## src/rtl/i2c_arb_pkg.sv

```systemverilog
// i2c_arb_pkg: shared state encoding, field widths and defaults for the i2c write arbiter
package i2c_arb_pkg;
  typedef enum logic [2:0] {IDLE, LAUNCH, WAIT_DONE, COMPLETE, DRAIN} arb_state_t;
  localparam int AW = 7;
  localparam int DW = 8;
  localparam int NREQ_DEF = 4;
  localparam int TIMEOUT_DEF = 4095;
endpackage

```

## src/rtl/i2c_rr_picker.sv

```systemverilog
// i2c_rr_picker: combinational round-robin search for the first valid index at or after ptr
module i2c_rr_picker #(
  parameter int NREQ = 4
) (
  input  logic [NREQ-1:0]         valid,
  input  logic [$clog2(NREQ)-1:0] ptr,
  output logic [$clog2(NREQ)-1:0] grant_idx,
  output logic                    any
);
  localparam int IW = $clog2(NREQ);
  logic [2*NREQ-1:0] dbl;
  logic [IW-1:0] off;
  logic [IW:0] sum;
  // rotate so offset k of dbl is requester ptr+k, then wrap the sum back into range
  always_comb begin
    dbl = {valid, valid} >> ptr;
    off = '0;
    for (int k = NREQ - 1; k >= 0; k--) off = dbl[k] ? IW'(k) : off;
    sum = {1'b0, ptr} + {1'b0, off};
    grant_idx = (sum >= (IW+1)'(NREQ)) ? IW'(sum - (IW+1)'(NREQ)) : IW'(sum);
  end
  assign any = |valid;
endmodule

```

## src/rtl/i2c_write_arbiter.sv

```systemverilog
// i2c_write_arbiter: round-robin arbitration of single-byte writes onto one i2c master with timeout
module i2c_write_arbiter import i2c_arb_pkg::*; #(
  parameter int NREQ = NREQ_DEF,
  parameter int TIMEOUT = TIMEOUT_DEF
) (
  input  logic                    clk,
  input  logic                    reset,
  input  logic [NREQ-1:0]         req_valid,
  input  logic [NREQ*AW-1:0]      req_addr,
  input  logic [NREQ*DW-1:0]      req_data,
  output logic [NREQ-1:0]         req_ack,
  output logic                    m_go,
  output logic [AW-1:0]           m_addr,
  output logic [DW-1:0]           m_data,
  input  logic                    m_busy,
  input  logic                    m_done,
  input  logic                    m_nack,
  output logic                    cpl_valid,
  output logic [$clog2(NREQ)-1:0] cpl_id,
  output logic                    cpl_err,
  output logic                    cpl_tmo,
  output logic                    busy
);
  localparam int IW = $clog2(NREQ);
  localparam int CW = $clog2(TIMEOUT + 1);
  arb_state_t state;
  logic [IW-1:0] rr_ptr, gid, pick;
  logic [CW-1:0] cnt;
  logic any;
  logic tmo_hit;
  i2c_rr_picker #(.NREQ(NREQ)) u_pick (
    .valid(req_valid),
    .ptr(rr_ptr),
    .grant_idx(pick),
    .any(any)
  );
  // the counter reaches TIMEOUT on the same edge that enters COMPLETE
  assign tmo_hit = cnt == CW'(TIMEOUT - 1);
  assign busy = state != IDLE;
  always_ff @(posedge clk or posedge reset)
    if (reset) begin
      state <= IDLE;
      rr_ptr <= '0;
      gid <= '0;
      cnt <= '0;
      req_ack <= '0;
      m_go <= 1'b0;
      m_addr <= '0;
      m_data <= '0;
      cpl_valid <= 1'b0;
      cpl_id <= '0;
      cpl_err <= 1'b0;
      cpl_tmo <= 1'b0;
    end else begin
      req_ack <= '0;
      cpl_valid <= 1'b0;
      case (state)
        IDLE: if (any) begin
          req_ack <= NREQ'(1) << pick;
          m_addr <= req_addr[int'(pick)*AW +: AW];
          m_data <= req_data[int'(pick)*DW +: DW];
          m_go <= 1'b1;
          gid <= pick;
          rr_ptr <= (pick == IW'(NREQ - 1)) ? '0 : pick + 1'b1;
          cnt <= '0;
          state <= LAUNCH;
        end
        LAUNCH, WAIT_DONE: begin
          cnt <= (cnt == CW'(TIMEOUT)) ? cnt : cnt + 1'b1;
          if (m_done || tmo_hit) begin
            m_go <= 1'b0;
            cpl_valid <= 1'b1;
            cpl_id <= gid;
            cpl_err <= m_done ? m_nack : 1'b1;
            cpl_tmo <= !m_done;
            state <= COMPLETE;
          end else if (state == LAUNCH && m_busy) begin
            m_go <= 1'b0;
            state <= WAIT_DONE;
          end
        end
        COMPLETE: begin
          cpl_err <= 1'b0;
          cpl_tmo <= 1'b0;
          state <= cpl_tmo ? DRAIN : IDLE;
        end
        DRAIN: if (!m_busy) state <= IDLE;
        default: state <= IDLE;
      endcase
    end
endmodule

```

## config.mk

```make
export PLATFORM = sky130hd
export DESIGN_NAME = i2c_write_arbiter
export DESIGN_NICKNAME = d
export VERILOG_FILES = /design/src/rtl/i2c_arb_pkg.sv /design/src/rtl/i2c_rr_picker.sv /design/src/rtl/i2c_write_arbiter.sv
export SDC_FILE = /design/constraint.sdc
export NUM_CORES = 1
export LEC_CHECK = 0
export CORE_MARGIN = 2
export CORE_UTILIZATION = 34
export DETAILED_ROUTE_END_ITERATION = 7
export PLACE_DENSITY = 0.66
export SLEW_MARGIN = 20
export SYNTH_ARGS = -nofsm -noshare
export SYNTH_HDL_FRONTEND = slang
export SYNTH_HIERARCHICAL = 1
export SYNTH_SLANG_ARGS = --single-unit
```

## constraint.sdc

```tcl
create_clock -name clk -period 2.6 [get_ports clk]
set_input_delay 0.26 -clock clk [delete_from_list [all_inputs] [get_ports clk]]
set_output_delay 0.26 -clock clk [all_outputs]
set_load 0.05 [all_outputs]
```

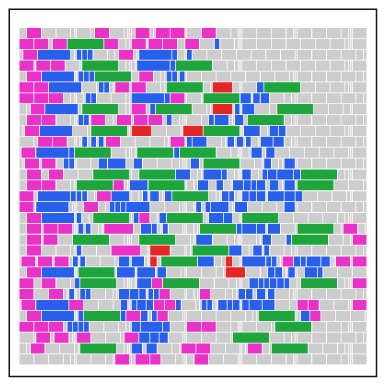
**Above:** run 1 (cell classes on the final placement).
Scale: 4 px per um. Fill, decap, tap and diode cells in gray.
| class | color | cells | share of their area |
|---|---|---|---|
| clock drivers and dummy loads | red | 8 | 2.5% |
| all other logic | blue | 203 | 39% |
| other buffers and delay cells | magenta | 109 | 29% |
| flip-flops | green | 44 | 30% |

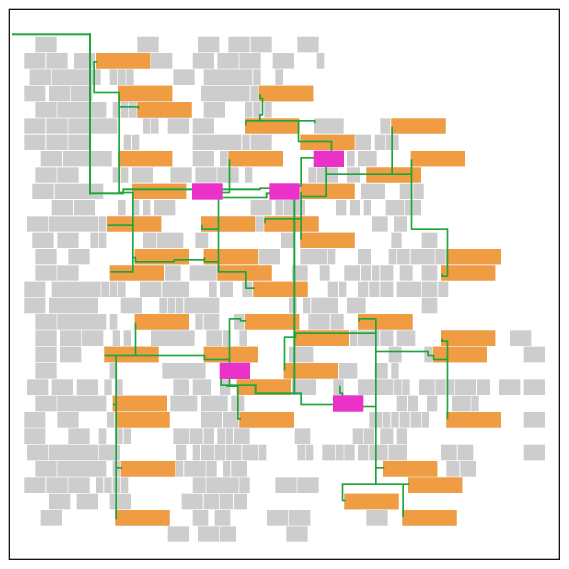
**Above:** run 1 (clock wires, drivers and flops).
Scale: 6 px per um.
[flip-flops] orange | count: 44
[clock wires] green | length: 553 um
[cells driving clock nets] magenta | count: 5
routed clock nets: 6

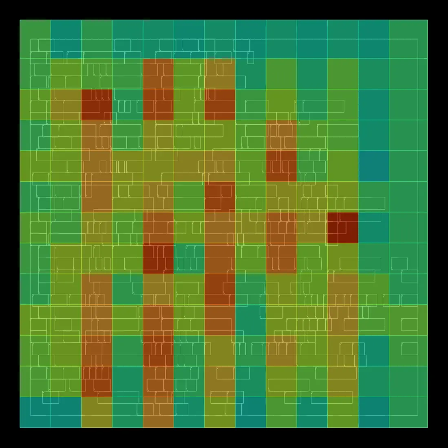
**Above:** run 1 (routing congestion).
Wirelength per Cell: 13.47 um
GRT met2 Usage: 28.19%
GRT Total Usage: 15.27%
final core occ: 52.23%

==> impl_metrics.py, run 1 <==
# Generated from Yosys and OpenROAD reports
metrics = {
    "run_status": {
        "status": "complete, no violations",
    },
    "finish": {
        "num_antenna_cells": 0,
        "nets": 439,
    },
    "logic_synthesis": {
        "synthArstFlopShare_pct": 100.0,
        "synth_cells": 261,
        "xor_share_pct": 1.637,
        "ys_cells": 261,
        "fa_ha_area_share_pct": 3.755,
        "synth_cell_type_count": 45,
    },
    "critical_path": {
        "r2r-start": "rr_ptr[0]",
        "crit_type": "input pin to flip-flop",
        "cp_slowest_cell": "clkdlybuf4s50_1",
        "cp_top_family": "buffers and inverters",
        "worst-path-stages": 11,
    },
    "sta": {
        "min_period_ns": 2.411,
        "clock.fmax_mhz": 414.7,
        "fin_tns_setup_ns": 0,
        "fin_crit_sh_pct": 92.74,
    },
    "global_routing": {
        "grt_pass1_wl_mm": 10.23,
    },
    "floorplanning": {
        "boundaryPins": 95,
        "die-area_um2": 8359,
    },
    "detailed_routing": {
        "drtPass1Iterations": 4,
    },
    "power_and_ir_drop": {
        "p_leak_nw": 1.662,
    },
    "cts": {
        "cts_buffers": 5,
        "holdBufCountCts": 0,
    },
    "place": {
        "place_hpwl_mm": 4.906,
    },
}
-- run 1: power breakdown --
group | leakage (nW) | internal, mW | switching [mW] | total, mW
clock network | 0.0510 | 0.212 | 0.232 | 0.444
logic | 1.05 | 1.35 | 1.69 | 3.03
registers | 0.565 | 0.949 | 0.194 | 1.14
-- run 1: through the flow --
stage	hold slack (ns)	worst slack (ns)	cells	instance area [um^2]
after CTS	0.3572	0.2418	463	3829
after global routing	0.3854	0.003256	463	3829
after detailed placement	0.4618	-0.06176	455	3736
final	0.3363	0.1889	463	3829
after floorplan	0.4069	0.03734	261	2600
after global placement	0.4573	0.002240	455	3736
-- run 1: sequential cells by signal (all words and copies together) (netlist names), 2 cells and up --
name / cells
cnt: 12
m_data: 8
m_addr: 7
req_ack: 4
state: 3
cpl_id: 2
gid: 2
rr_ptr: 2
-- run 1: layout by cell type, fill, tap and decap left out, types with 7 or more instances in the layout --
cell type,instances
clkdlybuf4s50_1,94
nand2_1,64
dfrtp_1,44
mux4_2,15
buf_4,13
nor2_1,11
a21oi_1,10
and2_1,8
nand3_1,8
inv_1,7
ha_1,7
-- run 1: cell usage after synthesis, types with 4 or more instances --
master,number,area share [%]
ha_1,7,3.4
buf_2,6,1.2
o21ai_0,5,0.96
o31ai_1,5,1.4
nor3_1,5,0.96
mux2i_1,6,2.3
and2_1,8,1.9
nor2_1,11,1.6
nand2_1,64,9.2
nand2b_1,5,1.2
mux4_2,15,13
nand3_1,8,1.5
inv_1,8,1.2
or3_1,4,0.96
clkbuf_1,4,0.58
a21oi_1,10,1.9
dfrtp_1,44,42
-- run 1: final timing paths --
| kind | to | slack [ns] |
|---|---|---|
| max | m_data[7] | 0.19 |
| min | m_addr[4] | 0.34 |
| min reg2reg | m_data[0] | 0.47 |
| max reg2reg | m_data[7] | 0.23 |
| min in group clk | m_data[0] | 0.47 |
| max in group asynchronous | rr_ptr[0] | 1.70 |
-- run 1: cells by family (layout without fill, tap and decap cells) --
logic type               count (synthesis)  after routing
adder cells (fa/ha/maj)                  8              8
multiplexers                            23             23
buffers and inverters                   22            125
flip-flops                              44             44
AND/OR/NAND/NOR                        124            124
AND-OR/OR-AND                           36             36
XOR/XNOR                                 4              4
-- run 1: cell type report --
type / instances / area, um^2
Clock buffer: 6 / 82.58
Clock inverter: 2 / 10.01
Fill cell: 646 / 3502
Inverter: 8 / 30.03
Multi-Input combinational cell: 195 / 1403
Sequential cell: 44 / 1101
Tap cell: 99 / 123.9
Timing Repair Buffer: 109 / 1079
-- run 1: per-layer routing --
metal  vias to the layer above  wire length [um]  share of wire [%]  GRT usage (%)
met4                         0                59               0.95          3.914
met2                        75              3244                 52          28.19
li1                       1136                 -                  -              -
met5                         -                 0                  0              0
met3                         4               509                8.2          5.228
met1                      1107              2424                 39          16.53
**Run 1: power grid**

Scale: 4 px per um. Pins as bars on the die edge.
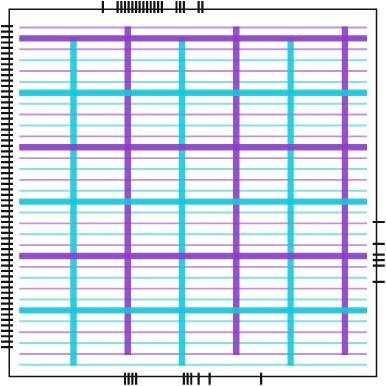

## Run 2: what changed since run 1
--- a/config.mk
+++ b/config.mk
@@ -5,9 +5,9 @@
 export SDC_FILE = /design/constraint.sdc
 export NUM_CORES = 1
 export LEC_CHECK = 0
-export CORE_MARGIN = 2
 export CORE_UTILIZATION = 34
 export DETAILED_ROUTE_END_ITERATION = 7
+export GPL_ROUTABILITY_DRIVEN = 0
 export PLACE_DENSITY = 0.66
 export SLEW_MARGIN = 20
 export SYNTH_ARGS = -nofsm -noshare
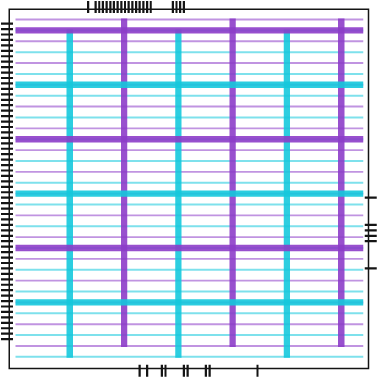
**Above:** run 2 (power grid).
Scale: 4 px per um. Pins as bars on the die edge.
| net | color |
|---|---|
| VDD | purple |
| VSS | cyan |
signal pins: 95
met1 rails: 32
CORE AREA: 7331 um^2
Die X: 89.43 um
peak supply drop: 0.6521 mV

==> run 2 against run 1 <==
  * First-iteration DRC count is 4.4% lower
  * Non-clock buffer count is 1 higher
  * Synthesized cell count stayed put
  * Flip-flop count stayed put
  * Final cell count is 0.43% lower
  * Register-to-register slack better by 0.02 ns
  * Combinational power is 1% higher
  * Via count is 0.47% lower
  * Maximum frequency is 2.4% higher
  * Clock skew is 0.0015 ns lower
  * Count of clock-buffer cells in the layout is 1 lower
  * Critical path type is now flip-flop to flip-flop
  * Largest cell class unchanged
  * Highest routed layer unchanged
==> impl_metrics.py, run 2 <==
# Generated from Yosys and OpenROAD reports
metrics = {
    "run_status": {
        "status": "complete, no violations",
    },
    "finish": {
        "largest_reg_flops": 12,
        "layout_top_cell": "clkdlybuf4s50_1",
        "nets": 440,
        "num_antenna_cells": 0,
        "reg_top3": "cnt x12, m_data x8, m_addr x7",
        "final_layout_top_logic_cells": "94 x clkdlybuf4s50_1, 64 x nand2_1, 44 x dfrtp_1, 15 x mux4_2, 13 x buf_4",
    },
    "global_routing": {
        "track_usage_pct": 17.23,
        "grt_pass1_wl_mm": 10.32,
        "grt_max_degree": 39,
    },
    "detailed_routing": {
        "highest_layer": "met4",
        "met3WireLength_um": 479,
        "drt_wl_total_mm": 6.314,
        "wl_met2_mm": 3.170,
        "wl_per_cell_um": 13.70,
    },
    "floorplanning": {
        "boundaryPins": 95,
    },
    "logic_synthesis": {
        "yosys.cell_count.top_type": "nand2_1",
        "ys_top_cells_by_count": "64 x nand2_1, 44 x dfrtp_1, 15 x mux4_2, 11 x nor2_1, 10 x a21oi_1",
        "top_cell_area_share_pct": 42.37,
        "ys_cells": 261,
        "synth_cells": 261,
        "area_leaders": "dfrtp_1 42%, mux4_2 13%, nand2_1 9.2%",
        "yosysTopAreaCell": "dfrtp_1",
    },
    "cts": {
        "holdBufCountCts": 0,
        "post-cts-setup-buffers": 0,
        "cts_buffer_depth": 2,
    },
    "critical_path": {
        "worstPathArrival_ns": 2.55,
        "r2r_slack_ns": 0.25,
        "r2r-start": "rr_ptr[0]",
        "crit_type": "flip-flop to flip-flop",
    },
    "sta": {
        "slew_viol_final": 0,
        "clock.fmax_mhz": 424.6,
        "min_period_ns": 2.355,
    },
    "power_and_ir_drop": {
        "p_leak_nw": 1.655,
        "p_per_area_nw_per_um2": 1212,
    },
    "job": {
        "tool_warnings": 30,
    },
    "place": {
        "placed_area_um2": 3756,
    },
}
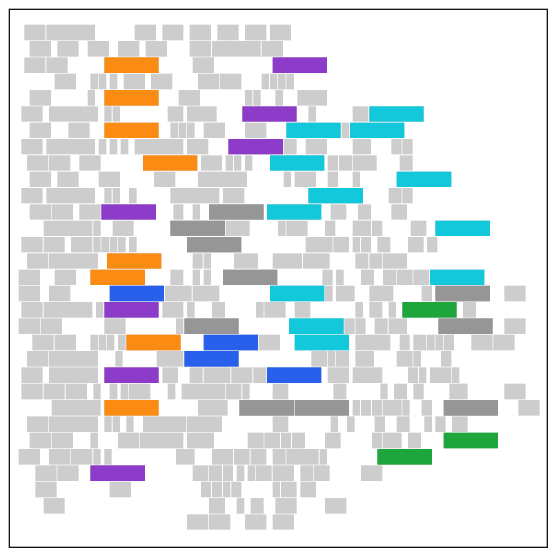
**Above:** run 2 (sequential cells colored by netlist name).
Scale: 6 px per um. Other sequential cells in the stronger gray, the rest of the logic in the fainter gray.
| signal | color | placed flops |
|---|---|---|
| `m_data` | orange | 8 |
| `m_addr` | purple | 7 |
| `cnt` | cyan | 12 |
| `state` | green | 3 |
| `req_ack` | blue | 4 |
not colored: 10
P_seq: 1.17 mW
final core occ: 52.18%
Seq/total area: 28.79%
Register Area: 1101 um^2

[run 2: cell counts after synthesis]
Identical to the previous run, type by type.
[run 2: layer usage]
layer / track usage (%) / vias up
met4: 5.916 / 0
met5: 0 / -
li1: - / 1130
met1: 20.67 / 1097
met2: 28.66 / 74
met3: 6.279 / 10
[run 2: worst max-delay path, stage by stage (launching register included)]
cell	delay (ns)
dfrtp_1	0.50
nand2_1	0.15
nor2_1	0.05
o21ai_0	0.15
o211ai_1	0.11
ha_1	0.20
xor2_1	0.17
xnor2_2	0.33
buf_12	0.18
mux4_2	0.29
nand2_1	0.08
nand2_1	0.04
[run 2: layout make-up]
type / count / area [um^2]
flip-flops and latches: 44 / 1101
repair buffers: 110 / 1099
multi-input cells: 195 / 1403
fillers: 669 / 3506
clock buffers: 5 / 68.82
well taps: 99 / 123.9
inverters: 8 / 30.03
[run 2: stage by stage]
step / instances / power, mW / setup TNS (ns) / hold slack [ns] / worst slack, ns
CTS: 461 / 4.698 / 0 / 0.4564 / 0.2115
global route: 461 / 4.995 / 0 / 0.5127 / 0.04794
floorplan: 261 / 3.273 / 0 / 0.4069 / 0.03734
finish: 461 / 4.636 / 0 / 0.4269 / 0.2451
global placement: 456 / 4.255 / -0.1567 / 0.4586 / -0.01826
detailed placement: 456 / 4.293 / -0.7535 / 0.4615 / -0.07584
[run 2: worst max-delay path by stage]
| stage | slack [ns] | cells after the start | to |
|---|---|---|---|
| floorplan | 0.04 | 14 | rr_ptr[1] |
| global placement | -0.02 | 12 | m_data[4] |
| detailed placement | -0.08 | 12 | m_data[2] |
| CTS | 0.21 | 11 | m_data[2] |
| global route | 0.05 | 11 | m_data[5] |
| finish | 0.25 | 11 | m_data[2] |
[run 2: cells by family (layout without fill, tap and decap cells)]
logic type / count (synthesis) / after routing / share of synthesized area (%)
and+or+nand+nor: 124 / 124 / 22.97
buffers and inverters: 22 / 123 / 3.948
AOI/OAI and AO/OA: 36 / 36 / 9.148
xor gates and xnor gates: 4 / 4 / 1.637
DFF: 44 / 44 / 42.37
adders and majority gates: 8 / 8 / 3.755
muxes: 23 / 23 / 16.18
[run 2: report_power, final]
part | leakage, nW | switching, mW | total [mW] | internal [mW]
logic | 1.05 | 1.69 | 3.07 | 1.39
clock network | 0.0359 | 0.216 | 0.390 | 0.173
registers | 0.565 | 0.223 | 1.17 | 0.949
total | 1.66 | 2.13 | 4.64 | 2.51
No activity file was given, so power comes from the tool's default toggle rates.
